Design ccff_chain_loader, sky130hd; sources not shown.
Register map, names as in the netlist:
Drawn at 4 px/um.
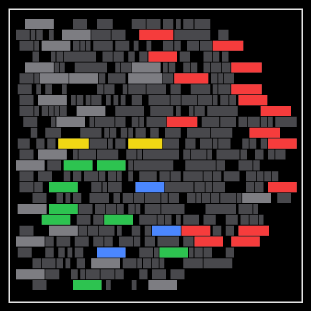
`r_cap`: shown in green, placed flops 8. `r_state`: shown in yellow, placed flops 2. `r_cnt`: shown in red, placed flops 16. `r_cap_idx`: shown in blue, placed flops 3.
utilization after layout: 70.3%
sequential cell area in the final layout: 1010 um2
power consumed by sequential cells: 0.00150 W
register share of the cell area: 29.9%

The clock network:
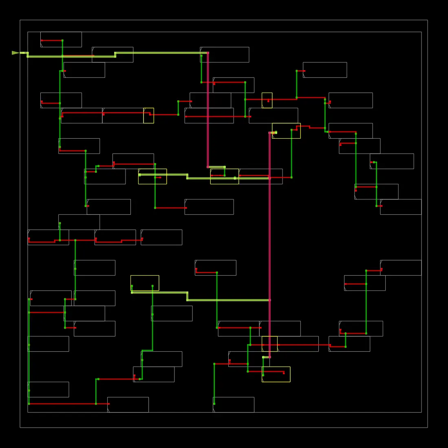
Fin Clk Skew: 0.00640 ns
clock latency reported for the late side of the worst-skew pair: 0.31 ns
clock buffer instance count of the final layout: 5
total clock sinks: 49

==> flow_results.org <==
#+TITLE: Flow metrics

** Run status
- Result of the run :: finished, violations left
- Failing checks :: negative setup slack

** Power
- Switching Fraction :: about 37%
- Flop pwr share :: approximately 36%
- The power report lists the clock group at just under 0.0008 W.

** Synthesis
- The number of cells reported by Yosys stat comes to between 200 and 300.
- Sorting the Yosys area breakdown by cell type puts at the top sky130_fd_sc_hd__dfxtp_1.
- Portion of netlist area occupied by mux cells :: a little under 10%
- The cell-mix breakdown from Yosys lists the compound-gate area share as ~17%.
- Main area contributors after synthesis :: sky130_fd_sc_hd__dfxtp_1 38%, sky130_fd_sc_hd__mux2i_1 7.4%, sky130_fd_sc_hd__nand2_1 5.7%
- In the synthesized netlist, the number of instances is 290.
- The number of nets handed over by synthesis was between 300 and 400.
- Synthesized-area fraction occupied by xor and xnor cells :: 0.342%

** Setup path
- R2R cell count :: 7
- In this run the worst path has a maximum fanout of 3.
- Per the post-run analysis, buffers plus inverters along the critical path come to 1.
- The timing report shows that the slowest cell on the worst path is sky130_fd_sc_hd__mux4_2.
- STA classifies the critical path startpoint as a register.
- Data required time of the critical path :: 1.35 ns
- Worst path max stage delay :: 0.50 ns
- The critical path runs through a total of 4 cells.

** Layout
- Non-clock buffer share of cell area :: 16.2%
- Count of inverters other than clock inverters in the layout :: 5
- Most numerous logic cells after layout :: 39 x sky130_fd_sc_hd__nand2_1, 37 x sky130_fd_sc_hd__dfxtp_1, 19 x sky130_fd_sc_hd__clkdlybuf4s50_1
- Combinational gate area :: around 1600 um2
- Per the layout report, the design carries 360 filler cells.

** Routing
- Wirelength per Cell :: between 15 and 20 um
- Router iterations before antenna repair :: 4
- In the per-layer summary, the met1 wirelength comes to 2840 um.

** Final timing
- Final period util :: 116%
- Setup-failing EPs final :: 3
- In the post-route analysis, the smallest setup slack over all paths is -0.242 ns.
- The final timing report derives a shortest allowable period of between 1.5 and 2 ns.
- Setup TNS after final layout :: -0.305 ns
- The worst pin sits at a relative slew slack of approximately three fifths.

** Placement
- RePlAce Congestion :: 0.807

** CTS
- TritonCTS built the clock tree.
- The report lists the number of cells resized after CTS as 40.
- Clock input transition at the sequential cells of the worst setup and hold paths :: around 0.090 ns
- Number of buffers created by CTS :: 5

** Floorplanning
- The flow inserted 67 tap cells.
- Core utilization before placement :: about 53%
- The floorplan step set the die height to about 73 um.

** GRT
- The via count of the first global-routing pass is slightly below 2k.
- Met3 layer usage reported by global route :: 4.28%

** Hold path
- Type of the worst min-delay path :: in2reg

** Run
- The report counts max-capacitance violations totalling 0.
No activity file was given, so power comes from the tool's default toggle rates.
